## src/rtl/cpu_pkg.sv

```systemverilog
// Shared fetch-stage definitions: FSM states, reset address default,
// instruction word size and an address alignment helper.
package cpu_pkg;

    typedef enum logic [1:0] {
        IDLE  = 2'd0,
        FETCH = 2'd1,
        FLUSH = 2'd2
    } fetch_state_t;

    localparam logic [31:0] DEFAULT_RESET_PC = 32'h0000_0000;
    localparam int          WORD_BYTES       = 4;

    // Clear the byte-offset bits so every fetch address is word aligned.
    function automatic logic [31:0] word_align(input logic [31:0] addr);
        return addr & 32'hFFFF_FFFC;
    endfunction

endpackage

```

## src/rtl/fetch_fifo.sv

```systemverilog
// Instruction buffer between the memory response port and decode.
// Entries are {pc, instr}; flush empties the buffer and wins over push/pop.
module fetch_fifo #(
    parameter  int DEPTH = 2,
    localparam int CW    = $clog2(DEPTH + 1)
) (
    input  logic          clk,
    input  logic          reset,
    input  logic          flush,
    input  logic          push,
    input  logic [63:0]   push_data,
    input  logic          pop,
    output logic [63:0]   head_data,
    output logic          empty,
    output logic [CW-1:0] count
);
    localparam int PW = (DEPTH > 1) ? $clog2(DEPTH) : 1;

    logic [63:0]   mem [DEPTH];
    logic [PW-1:0] rd_ptr;
    logic [PW-1:0] wr_ptr;
    logic          do_push;
    logic          do_pop;

    // The fetch unit never pushes into a full buffer (it reserves a slot
    // before requesting), so push needs no full guard here.
    assign do_push   = push && !flush;
    assign do_pop    = pop && !flush && (count != '0);
    assign empty     = (count == '0);
    assign head_data = mem[rd_ptr];

    function automatic logic [PW-1:0] ptr_inc(input logic [PW-1:0] p);
        return (p == PW'(DEPTH - 1)) ? '0 : p + PW'(1);
    endfunction

    // Pointer and occupancy bookkeeping.
    always_ff @(posedge clk or posedge reset) begin
        if (reset) begin
            rd_ptr <= '0;
            wr_ptr <= '0;
            count  <= '0;
        end else if (flush) begin
            rd_ptr <= '0;
            wr_ptr <= '0;
            count  <= '0;
        end else begin
            if (do_push) wr_ptr <= ptr_inc(wr_ptr);
            if (do_pop)  rd_ptr <= ptr_inc(rd_ptr);
            if (do_push && !do_pop)      count <= count + CW'(1);
            else if (!do_push && do_pop) count <= count - CW'(1);
        end
    end

    // Entry storage; contents are only observed while the entry is valid.
    always_ff @(posedge clk) begin
        if (do_push) mem[wr_ptr] <= push_data;
    end

endmodule

```

## src/rtl/instruction_fetch.sv

```systemverilog
// Instruction fetch stage: issues word reads to instruction memory, buffers
// in-order responses tagged with their address, and presents them to decode.
// Redirects restart fetch at a new target and drop every response still in
// flight.
//
// Handshakes: imem_req/imem_gnt transfers a request when both are high in a
// cycle; imem_req/imem_addr stay stable until granted unless a redirect
// cancels them. instr_valid/instr_ready transfers an instruction when both
// are high; instruction/instr_pc stay stable while instr_valid && !instr_ready.
module instruction_fetch
    import cpu_pkg::*;
#(
    parameter logic [31:0] RESET_PC = DEFAULT_RESET_PC,
    parameter int          DEPTH    = 2
) (
    input  logic        clk,
    input  logic        reset,
    input  logic        redirect_valid,
    input  logic [31:0] redirect_pc,
    output logic        imem_req,
    output logic [31:0] imem_addr,
    input  logic        imem_gnt,
    input  logic        imem_rvalid,
    input  logic [31:0] imem_rdata,
    output logic        instr_valid,
    input  logic        instr_ready,
    output logic [31:0] instruction,
    output logic [31:0] instr_pc,
    output logic [1:0]  fsm_state
);
    localparam int CW = $clog2(DEPTH + 1);

    fetch_state_t  state;
    fetch_state_t  state_next;
    logic [31:0]   fetch_pc;
    logic [31:0]   resp_pc;
    logic [31:0]   target_pc;
    logic [CW-1:0] outstanding;
    logic [CW-1:0] out_drain;
    logic [CW-1:0] discard;
    logic [CW-1:0] fifo_count;
    logic [CW:0]   in_use;
    logic [63:0]   head;
    logic          fifo_empty;
    logic          grant;
    logic          pop;
    logic          push;
    logic          room;

    assign target_pc = word_align(redirect_pc);
    assign grant     = imem_req && imem_gnt;
    assign pop       = instr_valid && instr_ready;
    // A response arriving alongside a redirect belongs to the old stream.
    assign push      = imem_rvalid && (discard == '0) && !redirect_valid;
    // Outstanding count after this cycle's response, before any new grant.
    assign out_drain = (imem_rvalid && (outstanding != '0)) ? outstanding - CW'(1) : outstanding;
    // Slots already claimed by in-flight or buffered fetches; an entry being
    // popped this cycle frees its slot so a steady stream needs no bubbles.
    assign in_use    = {1'b0, outstanding} + {1'b0, fifo_count} - (CW + 1)'(pop);
    assign room      = in_use < (CW + 1)'(DEPTH);

    // State register.
    always_ff @(posedge clk or posedge reset) begin
        if (reset) state <= IDLE;
        else       state <= state_next;
    end

    // Next state and request generation; requests are suppressed during a
    // redirect, so no grant can coincide with one.
    always_comb begin
        state_next = state;
        imem_req   = 1'b0;
        unique case (state)
            IDLE: state_next = FETCH;
            FETCH: begin
                imem_req = room && !redirect_valid;
                if (redirect_valid && (out_drain != '0)) state_next = FLUSH;
            end
            FLUSH: begin
                if (out_drain == '0) state_next = FETCH;
            end
            default: state_next = IDLE;
        endcase
    end

    // Fetch address, response tagging, in-flight and discard counters.
    always_ff @(posedge clk or posedge reset) begin
        if (reset) begin
            fetch_pc    <= RESET_PC;
            resp_pc     <= RESET_PC;
            outstanding <= '0;
            discard     <= '0;
        end else begin
            outstanding <= out_drain + CW'(grant);
            if (redirect_valid) begin
                fetch_pc <= target_pc;
                resp_pc  <= target_pc;
                // Every request still in flight after this cycle is stale.
                discard  <= out_drain;
            end else begin
                if (grant) fetch_pc <= fetch_pc + 32'(WORD_BYTES);
                if (push)  resp_pc  <= resp_pc + 32'(WORD_BYTES);
                if (imem_rvalid && (discard != '0)) discard <= discard - CW'(1);
            end
        end
    end

    fetch_fifo #(
        .DEPTH (DEPTH)
    ) u_fifo (
        .clk       (clk),
        .reset     (reset),
        .flush     (redirect_valid),
        .push      (push),
        .push_data ({resp_pc, imem_rdata}),
        .pop       (pop),
        .head_data (head),
        .empty     (fifo_empty),
        .count     (fifo_count)
    );

    assign imem_addr   = fetch_pc;
    assign instr_valid = !fifo_empty;
    assign instruction = fifo_empty ? '0 : head[31:0];
    assign instr_pc    = fifo_empty ? '0 : head[63:32];
    assign fsm_state   = state;

endmodule

```

## config.mk

```make
export PLATFORM = sky130hd
export DESIGN_NAME = instruction_fetch
export DESIGN_NICKNAME = d
export VERILOG_FILES = /design/src/rtl/cpu_pkg.sv /design/src/rtl/fetch_fifo.sv /design/src/rtl/instruction_fetch.sv
export SDC_FILE = /design/constraint.sdc
export NUM_CORES = 1
export LEC_CHECK = 0
export ABC_AREA = 1
export CORE_MARGIN = 1.5
export CORE_UTILIZATION = 29
export DETAILED_ROUTE_END_ITERATION = 8
export PLACE_DENSITY = 0.45
export SYNTH_ARGS = -nofsm -noshare
export SYNTH_HDL_FRONTEND = slang
export SYNTH_HIERARCHICAL = 1
export SYNTH_SLANG_ARGS = --single-unit
```

## constraint.sdc

```tcl
create_clock -name clk -period 5.55 [get_ports clk]
set_input_delay 1.11 -clock clk [delete_from_list [all_inputs] [get_ports clk]]
set_output_delay 1.11 -clock clk [all_outputs]
set_load 0.05 [all_outputs]
```

==> results.ini, run 1 <==
[run_status]
status=complete, no violations

[power]
p_total_mw=4.44
ir_drop_uv=206
p_per_area_mw_per_mm2=347
p_leak_nw=5.47

[die]
ios=170
initial_utilization_pct=29.7
die_area_mm2=0.0357
core_area_mm2=0.0338
die_h_um=189
die_w_um=189
num_rows=67

[worst_setup_path]
crit_buf_inv=4
cp.arrival_ps=3540
cp_slowest_cell=clkdlybuf4s50_1
max_stage_delay_ps=520
timing.critical_path.mode_cell=inv_1
cp-end-kind=primary output
crit_fanout=2
crit_chain=clkdlybuf4s50_1 > inv_1 > nor2_1 > ha_1 > or2_2 > fa_1 > xor2_1 > nand2_1 > inv_1 > buf_4
crit_family=buffers and inverters
crit_required_ps=4440
crit_type=input pin to primary output

[sta]
worst_slew_pin_slew_ps=765
relSlewSlack_pct=49.0
finalSetupTns_ps=0
max_freq_mhz=215
layout_worst_path_cycle_share_pct=83.8
hold_viol=0
final.setup_skew_ps=19.3
slew_viol_final=0
finalSetupViolCount=0
period_needed_ps=4650
grt_setup_unrepaired=false

[grt]
grt_pass1_wl_um=42800
grt_max_degree=67
overflow=0
grt_pass1_vias=7605
antenna_found_initial=0

[synth]
ys_sh_simple_pct=28.1
synthArstFlopShare_pct=35.4
ys_sh_xor_pct=2.10
ys_types=41
top_area_share_pct=38.3
avgSynthCellArea_um2=8.41
yosys.area_share.aoi_pct=4.34
adder_share_pct=1.20
most_common_cell=nand2_1
ys_seq_share_pct=55.8
synthCells=1193
ys_ff=198
top_area_cell=edfxtp_1
yosysWarnings=6
synthTopCellsByArea=edfxtp_1 (38%), dfrtp_1 (17%), nand2_1 (16%), inv_1 (6.3%), nor2_1 (4.5%)
ys_cells=1193
edf_count=128
logic_family=simple AND/OR/NAND/NOR gates
mux_share_pct=0
synth_chip_area_mm2=0.0100
top_cells_by_count=nand2_1 (436), inv_1 (169), edfxtp_1 (128)
syn-cell-area_mm2=0.0100
flop_cell=edfxtp_1

[worst_hold_path]
hold_class=register to register

[placement]
dp.final_hpwl_um=19100
numPortBuffers=165
place_congestion=0.817

[detailed_routing]
num_vias=7971
wl_met3_um=1010
met2_length_um=12500
drt-total-wl_um=26900
dr.pass1.iters=4
ant_nets=0
wl_met1_um=13200
top_layer_used=met4
remaining_drc_errors=0
drt_iter0_drc=452
wl_per_cell_um=14.8
routed_via_density=4.39

[clock_tree]
cts_resized=0
htree_num_levels=4
cts_buffer_depth=2
clock_latency_ps=440
clk_transition_reported_paths_ps=80
cts_setup_buffers=0
cts_buffers=17
tritoncts=done
cts_root_buf=clkbuf_16
holdBufCountCts=0

[cells_and_area]
n_antenna_cell=0
layout.nets=1435
drive_gt1_share_pct=5.99
fillers=3464
combGateArea_mm2=0.00363
regArea_mm2=0.00560

[job]
drv_cap=0
warnings=28

## run 1: through the flow
stage	cell area, um^2	util [%]	setup WS (ps)	hold slack [ps]	instances
global route	12800	37.8	803	539	1816
detailed placement	12200	36.1	861	508	1785
floorplan	10000	-	422	442	1198
finish	12800	37.8	902	537	1816
global placement	12200	36.1	846	487	1785
CTS	12800	37.8	847	535	1816
## run 1: final cells by class
cell class | count | share of cell area, %
Multi-Input combinational cell | 791 | 28.4
Inverter | 172 | 5.07
Clock inverter | 14 | 1.34
Clock buffer | 17 | 3.33
Timing Repair Buffer | 176 | 13.7
Tap cell | 448 | 4.39
Sequential cell | 198 | 43.8
## run 1: placed cells by master (no fill, tap or decap), types with 3 or more instances in the layout
cell / synthesis / layout
nand2_1: 436 / 436
inv_1: 169 / 167
clkdlybuf4s50_1: 0 / 163
edfxtp_1: 128 / 128
nor2_1: 119 / 116
dfrtp_1: 70 / 69
nand3_1: 68 / 68
o21ai_0: 30 / 30
xor2_1: 19 / 19
clkbuf_16: 0 / 17
nor3_1: 15 / 15
a21oi_1: 12 / 12
o211ai_1: 11 / 11
nor2_2: 11 / 11
buf_4: 10 / 10
o21bai_1: 9 / 9
nor2_4: 6 / 9
ha_1: 8 / 8
nand4_1: 7 / 7
conb_1: 1 / 6
xnor2_1: 5 / 5
o21ai_1: 4 / 4
nand2_2: 4 / 4
inv_2: 2 / 4
clkinvlp_4: 0 / 4
nand3_2: 3 / 3
inv_8: 0 / 3
## run 1: report_power, final
part / internal [mW] / switching, mW
registers: 1.75 / 0.178
clock network: 0.677 / 0.584
logic: 0.414 / 0.836
total: 2.84 / 1.60
## run 1: final timing paths
kind / from / end / slack (ps) / cells past startpoint
setup / recovery: instr_ready / imem_req / 900 / 10
hold / removal: resp_pc[31] / u_fifo/mem[0][63] / 540 / 0
setup reg to reg: u_fifo/count[0] / imem_addr[20] / 2340 / 12
hold reg to reg: resp_pc[31] / u_fifo/mem[0][63] / 540 / 0
max in group asynchronous: reset / resp_pc[25] / 3410 / 3
min in group asynchronous: reset / u_fifo/count[0] / 910 / 2
## run 1: flip-flops by register name, indices dropped and copies added, names as in the netlist
| register | flops |
|---|---|
| u_fifo/mem | 128 |
| u_fifo/count | 2 |
| resp_pc | 30 |
| u_fifo/rd_ptr | 1 |
| discard | 2 |
| imem_addr | 30 |
| outstanding | 2 |
| u_fifo/wr_ptr | 1 |
| fsm_state | 2 |
## run 1: per-layer routing
metal / vias to the layer above / global-route usage [%]
met5: - / 0
met4: 0 / 3.48
met3: 13 / 2.37
met2: 177 / 25.0
met1: 3706 / 22.1
li1: 4075 / -
## run 1: cell families after synthesis
family | after synthesis
XOR/XNOR | 24
buffers and inverters | 209
flip-flops | 198
AND/OR/NAND/NOR | 679
AND-OR/OR-AND | 73
other | 1
adder cells (fa/ha/maj) | 9
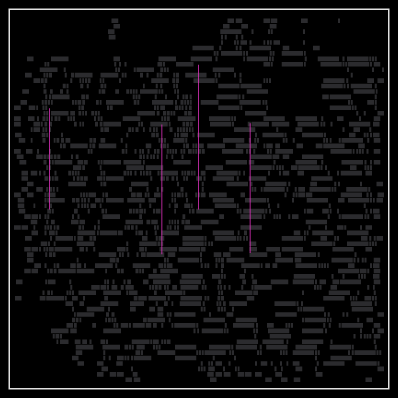
(run_1/met4.png)
Scale: 2 px per um.
The wires run mostly vertical. The layer carries 252 um of wire. The longest straight run is 72.1 um. The layer holds 0.93% of the routed length. 3 nets have wire on it.

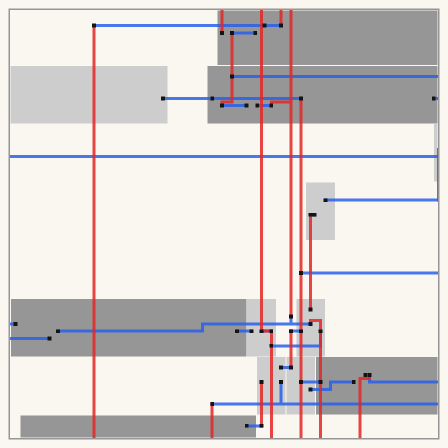
(run_1/zoom.png)
Window x 132 to 152, y 37 to 57 um. Cells in gray, sequential cells in the stronger gray; small squares are vias.
Blue stands for met1. Red stands for met2.
Netlist names of flops here include `u_fifo/mem` (4). Sequential cells in the window: 4. 10 logic cells have their middle in the window. Most frequent: edfxtp_1 (4), nand2_1 (3).

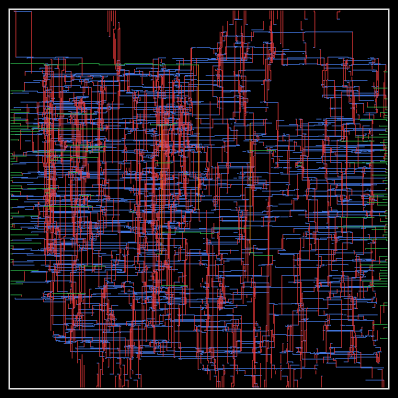
(run_1/metal_stack.png)
Scale: 2 px per um.
Blue stands for met1, wire length 13,200 um. Orange stands for met4, wire length 252 um. Green stands for met3, wire length 1,010 um. Red stands for met2, wire length 12,500 um.

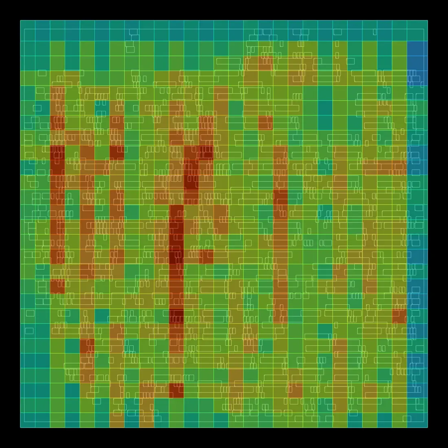
(run_1/final_congestion.png)
GR peak layer: met2
Finished Core Util: 37.8%
gr usage total: 15.6%
met3 Use GR: 2.37%
GRT met1 Usage: 22.1%

==> run 2, diff against run 1 <==
- PLACE_DENSITY: 0.45 -> 0.47
- clock period: 5.55 -> 3.9 ns (I/O delays scaled with it)
==> run 2 against run 1 <==
Compared with the run above: synthesized cell count is the same; largest power group unchanged; via count up 0.25%; clock-buffer cell count up 1; non-clock buffer count is 9 higher; flip-flop count stayed put; global-route usage increased by 0.16 points.
==> results.ini, run 2 <==
[run_status]
status=complete, no violations

[worst_setup_path]
cp_slowest_cell=fa_1
crit_family=buffers and inverters
max_stage_delay_ps=500
crit_buf_inv=4
crit_fanout=2
cp_num_cells=11
cp.arrival_ps=3000
crit_type=input pin to primary output
r2r_cells=13
cp-end-kind=primary output

[job]
drv_cap=0
warnings=29

[synth]
ys_cells=1193
synthTopCellsByArea=edfxtp_1 (38%), dfrtp_1 (17%), nand2_1 (16%), inv_1 (6.3%), nor2_1 (4.5%)
flop_cell=edfxtp_1
top_area_share_pct=38.3
syn-cell-area_mm2=0.0100
synthCells=1193
top_cells_by_count=nand2_1 (436), inv_1 (169), edfxtp_1 (128)
top_area_cell=edfxtp_1
yosysWarnings=6
ys_types=41
most_common_cell=nand2_1
ys_ff=198
avgSynthCellArea_um2=8.41
ys_seq_share_pct=55.8
edf_count=128

[grt]
overflow=0
antenna_found_initial=0
met1_usage_pct=22.6
grt_max_degree=67
grt_use_total_pct=15.7
grt-busiest-layer=met2
gr-usage-met3_pct=2.21
gr-usage-met2_pct=25.0
grt_pass1_vias=7674
grt_pass1_wl_um=43500

[clock_tree]
cts_buffer_depth=2
clk_transition_reported_paths_ps=80
holdBufCountCts=0
clock_latency_ps=430
tritoncts=done
cts_setup_buffers=0
htree_num_levels=4
cts_buffers=17
cts_root_buf=clkbuf_16

[cells_and_area]
regMostFlops=u_fifo/mem
fillers=3411
finalNonFillerCells=1826
final_core_util_pct=38.2
largest_reg_flops=128
layout.nets=1444
n_antenna_cell=0
final_common_cell=nand2_1
drive_gt1_share_pct=6.60
combGateArea_mm2=0.00364
regArea_mm2=0.00560
layout_top_cells=nand2_1 (436), inv_1 (167), clkdlybuf4s50_1 (164), edfxtp_1 (128), nor2_1 (115)

[sta]
fin_ws_ps=125
max_freq_mhz=265
finalSetupViolCount=0
hold_viol=0
layout_worst_path_cycle_share_pct=96.8
worst_slew_pin_slew_ps=970
grt_setup_unrepaired=false
slew_viol_final=0
final.setup_skew_ps=13.0
period_needed_ps=3780

[detailed_routing]
dr.pass1.iters=5
wl_per_cell_um=14.9
ant_nets=0
routed_via_density=4.38
num_vias=7991
remaining_drc_errors=0
drt_iter0_drc=423

[power]
p_leak_nw=5.55
pwr-share-comb_pct=28.4
intPower_mw=4.15
seqPwrFrac_pct=42.5
sw_frac_of_total_pct=35.7
p_clk_share_pct=29.1
p_total_mw=6.46
p_per_area_mw_per_mm2=500

[worst_hold_path]
hold-path-cell-count=0

[die]
initial_utilization_pct=29.7
die_area_mm2=0.0357
die_h_um=189
core_area_mm2=0.0338
die_w_um=189
num_rows=67
ios=170

[placement]
dp_cells=1794
dp.final_hpwl_um=19100
place_congestion=0.818
pre_cts_ws_ps=-48.6

## run 2: cell counts after synthesis
No cell type changed its count.
## run 2: through the flow
stage / setup TNS, ps / cell area, um^2
floorplan: -114950 / 10000
global placement: -51.9 / 12300
detailed placement: -48.6 / 12300
CTS: 0 / 12900
global route: 0 / 12900
finish: 0 / 12900
## run 2: cells by family after synthesis
kind of cell / after synthesis / synth area share, %
other: 1 / 0.0374
buffers and inverters: 209 / 8.46
adder cells (fa/ha/maj): 9 / 1.20
flip-flops: 198 / 55.8
AND-OR/OR-AND: 73 / 4.34
AND/OR/NAND/NOR: 679 / 28.1
XOR/XNOR: 24 / 2.10
## run 2: power groups by stage
stage          Clock, mW  Sequential [mW]  Combinational (mW)
6_report            1.88             2.75                1.83
2_1_floorplan          0             2.95                1.00
3_3_place_gp           0             2.79                1.84
3_5_place_dp           0             2.79                1.85
4_1_cts             1.94             2.75                1.86
5_1_grt             2.02             2.79                2.02
## run 2: final timing paths
check                      slack [ps]                 to       startpoint
min reg2reg                       500  u_fifo/mem[1][63]      resp_pc[31]
max                               120           imem_req      instr_ready
max reg2reg                      1090      imem_addr[22]  u_fifo/count[0]
min                               500  u_fifo/mem[1][63]      resp_pc[31]
min in group asynchronous         620      u_fifo/wr_ptr            reset
max in group asynchronous        2140         resp_pc[9]            reset
## run 2: what timing repair did
| action | in CTS | in global routing |
|---|---|---|
| endpoints found under the setup margin | 1 | 1 |
| pin swaps | 0 | 0 |
| gates resized | 1 | 1 |
## run 2: per-layer routing
metal | part of all wire [%] | vias to the layer above
met5 | 0 | -
li1 | - | 4094
met2 | 45 | 176
met3 | 3.8 | 12
met4 | 0.84 | 0
met1 | 50 | 3709
## run 2: layout make-up
class	count	share of cell area (%)
timing repair buffer	185	14.4
clock inverter	14	1.46
inverter	172	5.02
sequential	198	43.3
clock buffer	18	3.32
multi-input combinational	791	28.1
tap	448	4.34
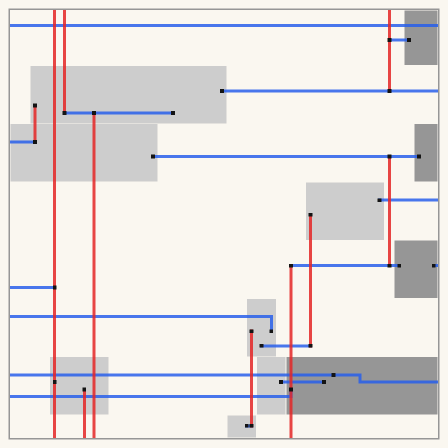
(run_2/zoom.png)
Window x 132 to 152, y 37 to 57 um. Cells in gray, sequential cells in the stronger gray; small squares are vias.
Red stands for met2. Blue stands for met1.
Most frequent: clkbuf_16 (2). Sequential cells in the window: 1. Netlist names of flops here include `u_fifo/mem` (1). 7 logic cells have their middle in the window.

==> run 3, diff against run 2 <==
- CTS_BUF_LIST: unset -> sky130_fd_sc_hd__clkbuf_16
- GPL_ROUTABILITY_DRIVEN: unset -> 0
==> run 3 against run 2 <==
Compared with the run above: clock-buffer cell count is 1 lower; combinational power hardly changed; sequential share of layout area stayed put; core utilization stayed put; hold slack better by 2.3 ps; clock skew hardly changed; wire length is 0.16% higher; global-route usage hardly changed; total power hardly changed; via count is 0.35% higher; flip-flop count stayed put; critical endpoint unchanged; highest routed layer unchanged.
==> results.ini, run 3 <==
[run_status]
status=complete, no violations

[clock_tree]
cts_buffers=17
holdBufCountCts=0
cts_root_buf=clkbuf_16
clock-sinks=198
clk_transition_reported_paths_ps=80
cts_setup_buffers=0
htree_num_levels=4
tritoncts=done
cts_buffer_depth=2

[sta]
layout_worst_path_cycle_share_pct=96.6
hold_viol=0
relSlewSlack_pct=35.2
worst_slew_pin_slew_ps=972
finalSetupViolCount=0
grt_setup_unrepaired=false
final.setup_skew_ps=12.9
max_freq_mhz=266

[job]
warnings=29
drv_cap=0

[cells_and_area]
layout_top_cells=nand2_1 (436), inv_1 (168), clkdlybuf4s50_1 (164), edfxtp_1 (128), nor2_1 (115)
layout.nets=1444
n_antenna_cell=0
regMostFlops=u_fifo/mem
fillers=3411
final_common_cell=nand2_1
drive_gt1_share_pct=6.60
final_core_util_pct=38.2
largest_reg_flops=128

[grt]
met1_usage_pct=22.6
grt_use_total_pct=15.7
gr-usage-met3_pct=2.21
grt_pass1_wl_um=43500
overflow=0
grt_pass1_vias=7676
antenna_found_initial=0

[power]
pwr-share-comb_pct=28.4
p_total_mw=6.45
sw_frac_of_total_pct=35.7
seqPwrFrac_pct=42.6
p_clk_share_pct=29.0
intPower_mw=4.15
p_leak_nw=5.56
switchingPower_mw=2.30
ir_drop_uv=279

[synth]
synth_chip_area_mm2=0.0100
syn-cell-area_mm2=0.0100
top_area_share_pct=38.3
flop_cell=edfxtp_1
most_common_cell=nand2_1
yosysWarnings=6
ys_seq_share_pct=55.8
synthArstFlopShare_pct=35.4
ys_types=41
ys_cells=1193
avgSynthCellArea_um2=8.41
synthCells=1193
top_cells_by_count=nand2_1 (436), inv_1 (169), edfxtp_1 (128)
synthTopCellsByArea=edfxtp_1 (38%), dfrtp_1 (17%), nand2_1 (16%), inv_1 (6.3%), nor2_1 (4.5%)

[detailed_routing]
dr.pass1.iters=5
wl_per_cell_um=14.9
num_vias=8019
remaining_drc_errors=0
routed_via_density=4.39
drt_iter0_drc=437

[worst_setup_path]
r2r_start=u_fifo/count[0]
crit_type=input pin to primary output
cp_slowest_cell=fa_1
cp-end-kind=primary output
r2r_cells=13
crit_required_ps=3120
crit_fanout=2
cp.arrival_ps=2990
crit_chain=clkdlybuf4s50_1 > inv_1 > nor2_4 > ha_1 > or2_2 > fa_1 > nand2_2 > nor2_4 > nand2_1 > inv_1 > buf_12

[placement]
numPortBuffers=165
dp.final_hpwl_um=19100

[die]
ios=170
die_area_mm2=0.0357
die_w_um=189
num_rows=67
core_area_mm2=0.0338
die_h_um=189
initial_utilization_pct=29.7

[worst_hold_path]
hold-path-cell-count=0
min-delay-start=resp_pc[31]
hold_class=register to register

## run 3: cells by family (layout without fill, tap and decap cells)
logic type / count (synthesis) / after routing / synth area share [%]
AND-OR/OR-AND: 73 / 73 / 4.34
flip-flops: 198 / 198 / 55.8
AND/OR/NAND/NOR: 679 / 679 / 28.1
adder cells (fa/ha/maj): 9 / 9 / 1.20
XOR/XNOR: 24 / 24 / 2.10
buffers and inverters: 209 / 389 / 8.46
other: 1 / 6 / 0.0374
## run 3: power groups by stage
stage               Clock [mW]  Combinational, mW  Sequential (mW)
CTS                       1.94               1.86             2.75
floorplan                    0               1.00             2.95
finish                    1.87               1.83             2.75
global placement             0               1.84             2.79
detailed placement           0               1.85             2.79
global route              2.02               2.02             2.79
## run 3: layer usage
metal	wire [um]	vias up	share of wire, %
met2	12400	175	45
met3	981	13	3.6
met4	240	0	0.88
met1	13600	3739	50
li1	-	4092	-
met5	0	-	0
## run 3: timing repair
| action | in CTS | in global routing |
|---|---|---|
| gates resized | 1 | 1 |
| setup endpoints to repair | 1 | 1 |
| hold endpoints to repair | 0 | 0 |
## run 3: layout make-up
| cell class | instances | area, um^2 | share of cell area, % |
|---|---|---|---|
| multi-input cells | 791 | 3640 | 28.1 |
| flip-flops and latches | 198 | 5600 | 43.3 |
| well taps | 448 | 561 | 4.34 |
| clock buffers | 17 | 425 | 3.29 |
| clock inverters | 15 | 193 | 1.49 |
| inverters | 172 | 648 | 5.02 |
| repair buffers | 185 | 1860 | 14.4 |
## run 3: worst max-delay path, delay by kind of cell
kind | cells | cell delay [ps]
buf+inv | 4 | 800
fa+ha+maj | 2 | 740
simple gates | 5 | 660
## run 3: final timing paths
path	slack (ps)	end
setup / recovery	130	imem_req
hold / removal	500	u_fifo/mem[1][63]
setup reg to reg	1100	imem_addr[22]
hold reg to reg	500	u_fifo/mem[1][63]
max in group asynchronous	2140	resp_pc[9]
min in group asynchronous	630	u_fifo/wr_ptr
## run 3: stage by stage
stage	cell area (um^2)	setup WS (ps)	hold WS, ps	cells
global placement	12300	-51.9	477	1794
CTS	12900	28.8	511	1826
floorplan	10000	-898	442	1198
global route	12900	20.4	521	1826
finish	12900	135	504	1826
detailed placement	12300	-48.6	486	1794
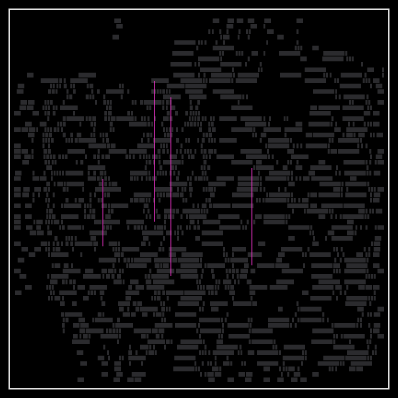
(run_3/met4.png)
Scale: 2 px per um.
3 nets have wire on it. The longest straight run is 89.1 um. The layer holds 0.88% of the routed length. The wires run mostly vertical.

Power figures rest on the tool's default switching activity, not on a simulated workload.
